### config.mk
export PLATFORM = sky130hd
export DESIGN_NAME = mips_main_control
export DESIGN_NICKNAME = d
export VERILOG_FILES = /design/src/rtl/mips_main_control.sv
export SDC_FILE = /design/constraint.sdc
export NUM_CORES = 1
export LEC_CHECK = 0
export CAP_MARGIN = 20
export CORE_ASPECT_RATIO = 1.5
export CORE_MARGIN = 2
export CORE_UTILIZATION = 35
export DETAILED_ROUTE_END_ITERATION = 8
export GPL_TIMING_DRIVEN = 0
export PLACE_DENSITY = 0.64
export SYNTH_ARGS = -nofsm -noshare
export SYNTH_HDL_FRONTEND = slang
export SYNTH_SLANG_ARGS = --single-unit
### constraint.sdc
create_clock -name clk -period 1.9 [get_ports clk]
set_input_delay 0.57 -clock clk [delete_from_list [all_inputs] [get_ports clk]]
set_output_delay 0.57 -clock clk [all_outputs]
set_load 0.01 [all_outputs]
### src/rtl/mips_main_control.sv
// Multicycle MIPS main control FSM: sequences fetch/decode/execute/memory/writeback
// and drives datapath enables, the memory handshake and AluOp. Optional: CTRL_INSTR_COUNT_EN.
module mips_main_control (
    input  logic        clk,
    input  logic        rst_n,
    input  logic [3:0]  opcode,
    input  logic        zero,
    input  logic        mem_ready,
    output logic        mem_req,
    output logic        mem_we,
    output logic        i_or_d,
    output logic        ir_write,
    output logic        pc_write,
    output logic        pc_write_cond,
    output logic [1:0]  pc_src,
    output logic        reg_write,
    output logic        reg_dst,
    output logic        mem_to_reg,
    output logic        alu_src_a,
    output logic [1:0]  alu_src_b,
    output logic [3:0]  AluOp,
    output logic        halted,
    output logic        illegal,
    output logic [15:0] instr_count
);

    localparam logic [3:0] OP_R    = 4'b0000;
    localparam logic [3:0] OP_ADDI = 4'b0001;
    localparam logic [3:0] OP_ANDI = 4'b0010;
    localparam logic [3:0] OP_ORI  = 4'b0011;
    localparam logic [3:0] OP_LW   = 4'b0100;
    localparam logic [3:0] OP_SW   = 4'b0101;
    localparam logic [3:0] OP_BEQ  = 4'b0110;
    localparam logic [3:0] OP_J    = 4'b0111;
    localparam logic [3:0] OP_HALT = 4'b1111;

    localparam logic [3:0] ALU_ADD   = 4'b1010;
    localparam logic [3:0] ALU_SUB   = 4'b1110;
    localparam logic [3:0] ALU_AND   = 4'b1000;
    localparam logic [3:0] ALU_OR    = 4'b1001;
    localparam logic [3:0] ALU_FUNCT = 4'b0000;

    typedef enum logic [3:0] {
        ST_IDLE,
        ST_FETCH,
        ST_DECODE,
        ST_EXEC_R,
        ST_EXEC_I,
        ST_ADDR,
        ST_MEM_RD,
        ST_MEM_WR,
        ST_WB_R,
        ST_WB_I,
        ST_WB_MEM,
        ST_BRANCH,
        ST_JUMP,
        ST_HALT
    } state_t;

    state_t     state;
    state_t     nxt;
    logic       is_store;
    logic       in_fetch;
    logic       pc_write_q;
    logic [3:0] imm_alu_op;
    logic       unused_zero;

    // The branch decision happens in the datapath through pc_write_cond.
    assign unused_zero = zero;

    always_comb begin
        imm_alu_op = ALU_ADD;
        case (opcode)
            OP_ANDI: imm_alu_op = ALU_AND;
            OP_ORI:  imm_alu_op = ALU_OR;
            default: imm_alu_op = ALU_ADD;
        endcase
    end

    always_comb begin
        nxt = state;
        case (state)
            ST_IDLE:   nxt = ST_FETCH;
            ST_FETCH:  if (mem_ready) nxt = ST_DECODE;
            ST_DECODE: begin
                case (opcode)
                    OP_R:                     nxt = ST_EXEC_R;
                    OP_ADDI, OP_ANDI, OP_ORI: nxt = ST_EXEC_I;
                    OP_LW, OP_SW:             nxt = ST_ADDR;
                    OP_BEQ:                   nxt = ST_BRANCH;
                    OP_J:                     nxt = ST_JUMP;
                    default:                  nxt = ST_HALT;
                endcase
            end
            ST_EXEC_R: nxt = ST_WB_R;
            ST_EXEC_I: nxt = ST_WB_I;
            ST_ADDR:   nxt = is_store ? ST_MEM_WR : ST_MEM_RD;
            ST_MEM_RD: if (mem_ready) nxt = ST_WB_MEM;
            ST_MEM_WR: if (mem_ready) nxt = ST_FETCH;
            ST_WB_R, ST_WB_I, ST_WB_MEM, ST_BRANCH, ST_JUMP: nxt = ST_FETCH;
            ST_HALT:   nxt = ST_HALT;
            default:   nxt = ST_IDLE;
        endcase
    end

    // Outputs are registered from the next state, so they are exact Moore decodes
    // of the state register; the immediate ALU op is captured on the DECODE edge.
    always_ff @(posedge clk or negedge rst_n) begin
        if (!rst_n) begin
            state         <= ST_IDLE;
            is_store      <= 1'b0;
            illegal       <= 1'b0;
            in_fetch      <= 1'b0;
            pc_write_q    <= 1'b0;
            mem_req       <= 1'b0;
            mem_we        <= 1'b0;
            i_or_d        <= 1'b0;
            pc_write_cond <= 1'b0;
            pc_src        <= 2'b00;
            reg_write     <= 1'b0;
            reg_dst       <= 1'b0;
            mem_to_reg    <= 1'b0;
            alu_src_a     <= 1'b0;
            alu_src_b     <= 2'b00;
            AluOp         <= 4'b0000;
            halted        <= 1'b0;
        end else begin
            state <= nxt;
            if (state == ST_DECODE) begin
                is_store <= (opcode == OP_SW);
                if (nxt == ST_HALT && opcode != OP_HALT) begin
                    illegal <= 1'b1;
                end
            end

            in_fetch      <= 1'b0;
            pc_write_q    <= 1'b0;
            mem_req       <= 1'b0;
            mem_we        <= 1'b0;
            i_or_d        <= 1'b0;
            pc_write_cond <= 1'b0;
            pc_src        <= 2'b00;
            reg_write     <= 1'b0;
            reg_dst       <= 1'b0;
            mem_to_reg    <= 1'b0;
            alu_src_a     <= 1'b0;
            alu_src_b     <= 2'b00;
            AluOp         <= ALU_ADD;
            halted        <= 1'b0;

            case (nxt)
                ST_FETCH: begin
                    in_fetch  <= 1'b1;
                    mem_req   <= 1'b1;
                    alu_src_b <= 2'b01;
                end
                ST_DECODE: begin
                    alu_src_b <= 2'b11;
                end
                ST_EXEC_R: begin
                    alu_src_a <= 1'b1;
                    AluOp     <= ALU_FUNCT;
                end
                ST_EXEC_I: begin
                    alu_src_a <= 1'b1;
                    alu_src_b <= 2'b11;
                    AluOp     <= imm_alu_op;
                end
                ST_ADDR: begin
                    alu_src_a <= 1'b1;
                    alu_src_b <= 2'b11;
                end
                ST_MEM_RD: begin
                    mem_req <= 1'b1;
                    i_or_d  <= 1'b1;
                end
                ST_MEM_WR: begin
                    mem_req <= 1'b1;
                    mem_we  <= 1'b1;
                    i_or_d  <= 1'b1;
                end
                ST_WB_R: begin
                    reg_write <= 1'b1;
                    reg_dst   <= 1'b1;
                end
                ST_WB_I: begin
                    reg_write <= 1'b1;
                end
                ST_WB_MEM: begin
                    reg_write  <= 1'b1;
                    mem_to_reg <= 1'b1;
                end
                ST_BRANCH: begin
                    alu_src_a     <= 1'b1;
                    AluOp         <= ALU_SUB;
                    pc_write_cond <= 1'b1;
                    pc_src        <= 2'b01;
                end
                ST_JUMP: begin
                    pc_write_q <= 1'b1;
                    pc_src     <= 2'b10;
                end
                ST_HALT: begin
                    halted <= 1'b1;
                end
                default: begin
                    AluOp <= ALU_ADD;
                end
            endcase
        end
    end

    // Instruction fetch completes in the same cycle memory answers.
    assign ir_write = in_fetch & mem_ready;
    assign pc_write = pc_write_q | (in_fetch & mem_ready);

`ifdef CTRL_INSTR_COUNT_EN
    logic [15:0] instr_cnt;

    // Every return to FETCH from a working state retires one instruction.
    always_ff @(posedge clk or negedge rst_n) begin
        if (!rst_n) begin
            instr_cnt <= 16'd0;
        end else if (nxt == ST_FETCH && state != ST_FETCH && state != ST_IDLE) begin
            instr_cnt <= instr_cnt + 16'd1;
        end
    end

    assign instr_count = instr_cnt;
`else
    assign instr_count = 16'd0;
`endif

    property p_req_states;
        @(posedge clk) disable iff (!rst_n)
            mem_req |-> (state == ST_FETCH || state == ST_MEM_RD || state == ST_MEM_WR);
    endproperty
    a_req_states: assert property (p_req_states);

    property p_halted_state;
        @(posedge clk) disable iff (!rst_n)
            halted == (state == ST_HALT);
    endproperty
    a_halted_state: assert property (p_halted_state);

    property p_write_excl;
        @(posedge clk) disable iff (!rst_n)
            !(mem_we && reg_write);
    endproperty
    a_write_excl: assert property (p_write_excl);

endmodule
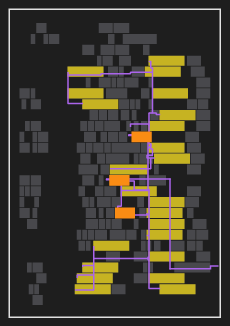
Fig. 1. Clock wires, drivers and flops.
Drawn at 4 px/um.
legend:
  cells driving clock nets:
    colour: orange
    count: 3
  clock wires:
    colour: purple
    length: 254 um
  flip-flops:
    colour: yellow
    count: 23
routed clock nets: 4
clk_skew: 3.53 ps
clock power share: 0.148
Latency at later pin: 260 ps
clk pwr: 0.290 mW

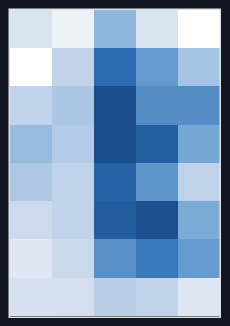
Fig. 2. Placement density heat map.
Drawn at 4 px/um. The die is cut into 5 by 8 equal tiles; white is low, dark blue is high, 0 to 100% covered.
mean over tiles: 42%
densest ninth of the die: middle
fullest tile: 89%
nearly empty tiles: 5.0%
emptiest ninth of the die: top left
tiles over 75% full: 18%
core area: 3380 sq um
final core utilization: 0.513
fp util: 0.364

==> summary.txt <==
run metrics: height of the die 76.6 um, Synth flops 23, routed length on met1 883 um, layout cells sized above 1 0.305, sw frac 0.359, # Cells Yosys 125, Fill cells 320, Post-CTS Setup Bufs 0, Resized cells post-CTS 18, Setup-failing EPs final 0, gpl congestion 0.782, dominant cell type by area after synthesis dfrtp_1, Max Cap Viol 0, fin area around 1700 sq um, Tool Warnings 28, Final period util 0.974, flop2flop setup slack 50 ps, status finished, final reports clean, Min-Delay Startpoint illegal$_DFFE_PN0P_, nets@finish 186, Critical Path, Cell by Cell clkdlybuf4s50_1 -> nor3_2 -> a211oi_4 -> inv_1 -> nor2_1 -> and4_1, Logic cell area 546 sq um, Buf/Inv on CP 2, Slew Limit Fails 0, XOR/XNOR Area Share 0.00712, multiplexer share of the synthesized area 0, sequential element share of the synthesized area 0.468, GRT Util Overall 0.131, Tightest Pin Transition 596 ps, Worst Path Class, Setup input port to flop, Post-Synth AOI/OAI Area 0.129, met2 GRT Util 0.235, slowest stage delay, CP 590 ps, Syn Area/Cell 9.84 sq um, die area 4010 sq um
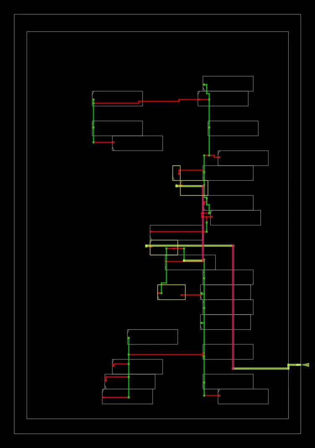
Fig. 3. Clock wiring as the flow saved it.
Layout clock buffers: 4
cts bufs inserted: 3
clk sinks: 23

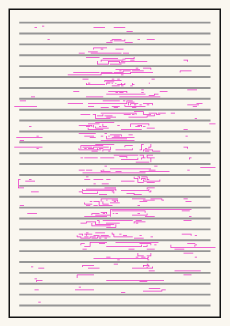
Fig. 4. Signal wires on met1.
Drawn at 4 px/um. Supply wires on this layer in grey.
wire length on this layer: 883 um
main direction: horizontal
nets with wire on the layer: 154
longest straight run: 20.2 um
share of all routed wire: 35%
met1 usage: 0.143
vias: 1,033

-- layout by cell type, fill, tap and decap left out, types with 3 or more instances in the layout --
cell / synthesis / routed
inv_1: 7 / 5
a21oi_1: 5 / 5
nor2_1: 10 / 10
nor3_2: 1 / 3
o21ai_0: 5 / 3
o21ai_1: 1 / 3
conb_1: 1 / 16
buf_4: 18 / 25
buf_2: 5 / 5
nand2_1: 8 / 8
dfrtp_1: 23 / 22
clkbuf_8: 0 / 3
nand2b_1: 7 / 6
clkdlybuf4s50_1: 0 / 20
-- cell type report --
class	count	share of cell area
multi-input cells	86	0.314
clock buffers	4	0.0259
well taps	42	0.0303
flip-flops and latches	23	0.332
repair buffers	33	0.179
inverters	7	0.0151
plain buffers	24	0.104
Power is estimated from default activity; no workload was simulated.
